[src/rtl/alu_arb_pkg.sv]
// Shared types and constants for the ALU arbiter: FSM states, ALU select
// encodings and the flag vector layout.
package alu_arb_pkg;

    typedef enum logic [1:0] {
        IDLE = 2'b00,
        EXEC = 2'b01,
        RESP = 2'b10
    } state_e;

    // ALU select encodings (must match the external ALU's s input)
    localparam logic [1:0] OP_ADD = 2'b00;
    localparam logic [1:0] OP_SUB = 2'b01;
    localparam logic [1:0] OP_AND = 2'b10;
    localparam logic [1:0] OP_OR  = 2'b11;

    // Flag vector layout {c,z,n,o}
    localparam int FLAG_W = 4;
    localparam int FLAG_C = 3;
    localparam int FLAG_Z = 2;
    localparam int FLAG_N = 1;
    localparam int FLAG_O = 0;

    // Assemble the four ALU flag bits into the response flag vector
    function automatic logic [FLAG_W-1:0] pack_flags(input logic c, input logic z,
                                                     input logic n, input logic o);
        logic [FLAG_W-1:0] f;
        f         = 4'b0000;
        f[FLAG_C] = c;
        f[FLAG_Z] = z;
        f[FLAG_N] = n;
        f[FLAG_O] = o;
        return f;
    endfunction

endpackage

[src/rtl/alu_arbiter_rr_pick.sv]
// Combinational round-robin picker: searches the request vector starting one
// position above the pointer, wrapping, and returns the first hit.
module rr_pick #(
    parameter int N     = 4,
    parameter int IDX_W = 2
) (
    input  logic [N-1:0]     i_req,
    input  logic [IDX_W-1:0] i_ptr,
    output logic [N-1:0]     o_grant,
    output logic [IDX_W-1:0] o_idx,
    output logic             o_any
);

    logic [IDX_W-1:0] w_cand;
    logic             w_found;

    // Priority search from ptr+1 upward modulo N; first set bit wins
    always_comb begin
        o_grant = '0;
        o_idx   = '0;
        w_found = 1'b0;
        w_cand  = '0;
        for (int k = 1; k <= N; k++) begin
            w_cand = IDX_W'((int'(i_ptr) + k) % N);
            if (!w_found && i_req[w_cand]) begin
                w_found         = 1'b1;
                o_idx           = w_cand;
                o_grant[w_cand] = 1'b1;
            end else begin
                w_found = w_found;
            end
        end
        o_any = w_found;
    end

endmodule

[src/rtl/alu_arbiter.sv]
// Round-robin front end for a shared combinational ALU. One operation is
// accepted per grant, executed from registered operands for one cycle, and
// its result returned to the winner as a one-cycle response pulse.
module alu_arbiter
    import alu_arb_pkg::*;
#(
    parameter int NUM_REQ = 4,
    parameter int DATA_W  = 2,
    parameter int OP_W    = 2
) (
    input  logic                      clk,
    input  logic                      reset,
    input  logic [NUM_REQ-1:0]        req_valid,
    input  logic [NUM_REQ*OP_W-1:0]   req_op,
    input  logic [NUM_REQ*DATA_W-1:0] req_a,
    input  logic [NUM_REQ*DATA_W-1:0] req_b,
    output logic [NUM_REQ-1:0]        req_ready,
    output logic [NUM_REQ-1:0]        rsp_valid,
    output logic [DATA_W-1:0]         rsp_result,
    output logic [FLAG_W-1:0]         rsp_flags,
    output logic [DATA_W-1:0]         alu_a,
    output logic [DATA_W-1:0]         alu_b,
    output logic [OP_W-1:0]           alu_s,
    input  logic [DATA_W-1:0]         alu_y,
    input  logic                      alu_c,
    input  logic                      alu_z,
    input  logic                      alu_n,
    input  logic                      alu_o,
    output logic                      busy
);

    localparam int IDX_W = (NUM_REQ > 1) ? $clog2(NUM_REQ) : 1;
    localparam logic [NUM_REQ-1:0] ONE_HOT0 = NUM_REQ'(1);

    state_e               r_state;
    state_e               w_next;
    logic [OP_W-1:0]      r_op;
    logic [DATA_W-1:0]    r_a;
    logic [DATA_W-1:0]    r_b;
    logic [DATA_W-1:0]    r_result;
    logic [FLAG_W-1:0]    r_flags;
    logic [IDX_W-1:0]     r_grant;
    logic [IDX_W-1:0]     r_ptr;
    logic [NUM_REQ-1:0]   r_rsp_valid;

    logic [NUM_REQ-1:0]   w_grant;
    logic [IDX_W-1:0]     w_idx;
    logic                 w_any;

    rr_pick #(
        .N     (NUM_REQ),
        .IDX_W (IDX_W)
    ) u_pick (
        .i_req   (req_valid),
        .i_ptr   (r_ptr),
        .o_grant (w_grant),
        .o_idx   (w_idx),
        .o_any   (w_any)
    );

    // State register
    always_ff @(posedge clk or negedge reset) begin
        if (!reset) begin
            r_state <= IDLE;
        end else begin
            r_state <= w_next;
        end
    end

    // Next-state logic: IDLE waits for a request, EXEC and RESP last one cycle each
    always_comb begin
        w_next = r_state;
        case (r_state)
            IDLE: begin
                if (w_any) begin
                    w_next = EXEC;
                end else begin
                    w_next = IDLE;
                end
            end
            EXEC:    w_next = RESP;
            RESP:    w_next = IDLE;
            default: w_next = IDLE;
        endcase
    end

    // Operand latch on accept, result capture in EXEC, response pulse into RESP
    always_ff @(posedge clk or negedge reset) begin
        if (!reset) begin
            r_op        <= '0;
            r_a         <= '0;
            r_b         <= '0;
            r_result    <= '0;
            r_flags     <= '0;
            r_grant     <= '0;
            r_ptr       <= IDX_W'(NUM_REQ - 1);
            r_rsp_valid <= '0;
        end else begin
            case (r_state)
                IDLE: begin
                    r_rsp_valid <= '0;
                    if (w_any) begin
                        r_op    <= req_op[w_idx*OP_W +: OP_W];
                        r_a     <= req_a[w_idx*DATA_W +: DATA_W];
                        r_b     <= req_b[w_idx*DATA_W +: DATA_W];
                        r_grant <= w_idx;
                        r_ptr   <= w_idx;
                    end
                end
                EXEC: begin
                    r_result    <= alu_y;
                    r_flags     <= pack_flags(alu_c, alu_z, alu_n, alu_o);
                    r_rsp_valid <= ONE_HOT0 << r_grant;
                end
                RESP:    r_rsp_valid <= '0;
                default: r_rsp_valid <= '0;
            endcase
        end
    end

    // Ready is Mealy in IDLE and forced low while reset is asserted
    assign req_ready  = (reset && (r_state == IDLE)) ? w_grant : '0;
    assign rsp_valid  = r_rsp_valid;
    assign rsp_result = r_result;
    assign rsp_flags  = r_flags;
    assign alu_a      = r_a;
    assign alu_b      = r_b;
    assign alu_s      = r_op;
    assign busy       = (r_state != IDLE);

endmodule

[config.mk]
export PLATFORM = sky130hd
export DESIGN_NAME = alu_arbiter
export DESIGN_NICKNAME = d
export VERILOG_FILES = /design/src/rtl/alu_arb_pkg.sv /design/src/rtl/alu_arbiter_rr_pick.sv /design/src/rtl/alu_arbiter.sv
export SDC_FILE = /design/constraint.sdc
export NUM_CORES = 1
export LEC_CHECK = 0
export ABC_AREA = 1
export ABC_CLOCK_PERIOD_IN_PS = 2440
export CORE_UTILIZATION = 38
export DETAILED_ROUTE_END_ITERATION = 8
export GPL_TIMING_DRIVEN = 1
export PLACE_DENSITY = 0.81
export SETUP_SLACK_MARGIN = 0.05
export SYNTH_ARGS = -nofsm -noshare
export SYNTH_HDL_FRONTEND = slang
export SYNTH_HIERARCHICAL = 1
export SYNTH_SLANG_ARGS = --single-unit
export TNS_END_PERCENT = 100
[constraint.sdc]
create_clock -name clk -period 2.44 [get_ports clk]
set_input_delay 0.488 -clock clk [delete_from_list [all_inputs] [get_ports clk]]
set_output_delay 0.488 -clock clk [all_outputs]
set_load 0.005 [all_outputs]
==> run summary <==
Largest net degree at the start of global routing = 23
Pleak = 0.00140 uW
Main power group = combinational cells
Ys flop type = dfrtp_1
Failing checks = negative setup slack
Sw frac = 0.476
CTS H-tree lvls = 1
Wl on met1 = 1870 um
Simple-Gate Area Share = 0.421
Outcome = complete, but fails checks
Final worst slack = -0.104 ns
Post-DP Area = 2380 um2
Cell chain of the critical path = inv_8 -> ha_4 -> inv_4 -> nand3_4 -> nand2_4 -> buf_6 -> nor2_4 -> nand3_1 -> nand3_1 -> inv_1 -> nor2_1 -> buf_2
Critical-path maximum fanout = 4
Vias in the first global route = 1,729
Metal2 WL = 2440 um
Placed Cells incl. Taps = 359
Final Non-Filler Cells = 375
Mux frac, synth = 0
Signal inverters = 44
# DRC = 0
DIE AREA = 4650 um2
FP Core Util = 0.405
Rel. slew slack = 0.762
Setup Viol. Count Final = 4
Crit path DRT = 1.95 ns
layers.png
(6 px per um) Two of the layers only.
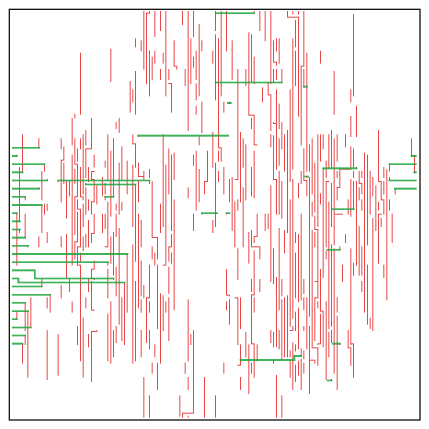
color	layer	wire length
red	M2	2,440 um
green	M3	229 um
via count of the routed design: 1,842
gr usage total: 0.213
DR WL/cell: 12.4 um
routed wire length: 4650 um

pinout.png
(6 px per um) Pins as bars across the die edge, other pins in gray.
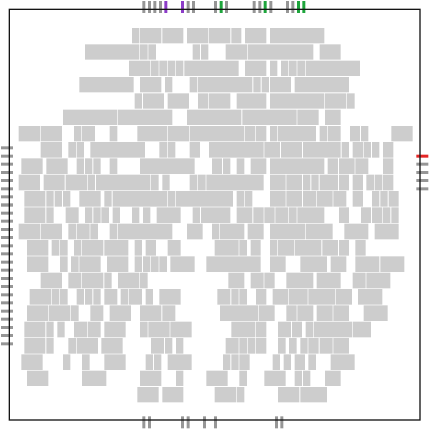
color	port	pins	direction	edge
green	rsp_valid	4	output	top
purple	rsp_result	2	output	top
red	busy	1	output	right
all pins by edge	25 left, 19 top, 8 bottom, 5 right
IO buf count: 56
die height: 68.2 um
die span in x: 68.2 um

No activity file was given, so power comes from the tool's default toggle rates.
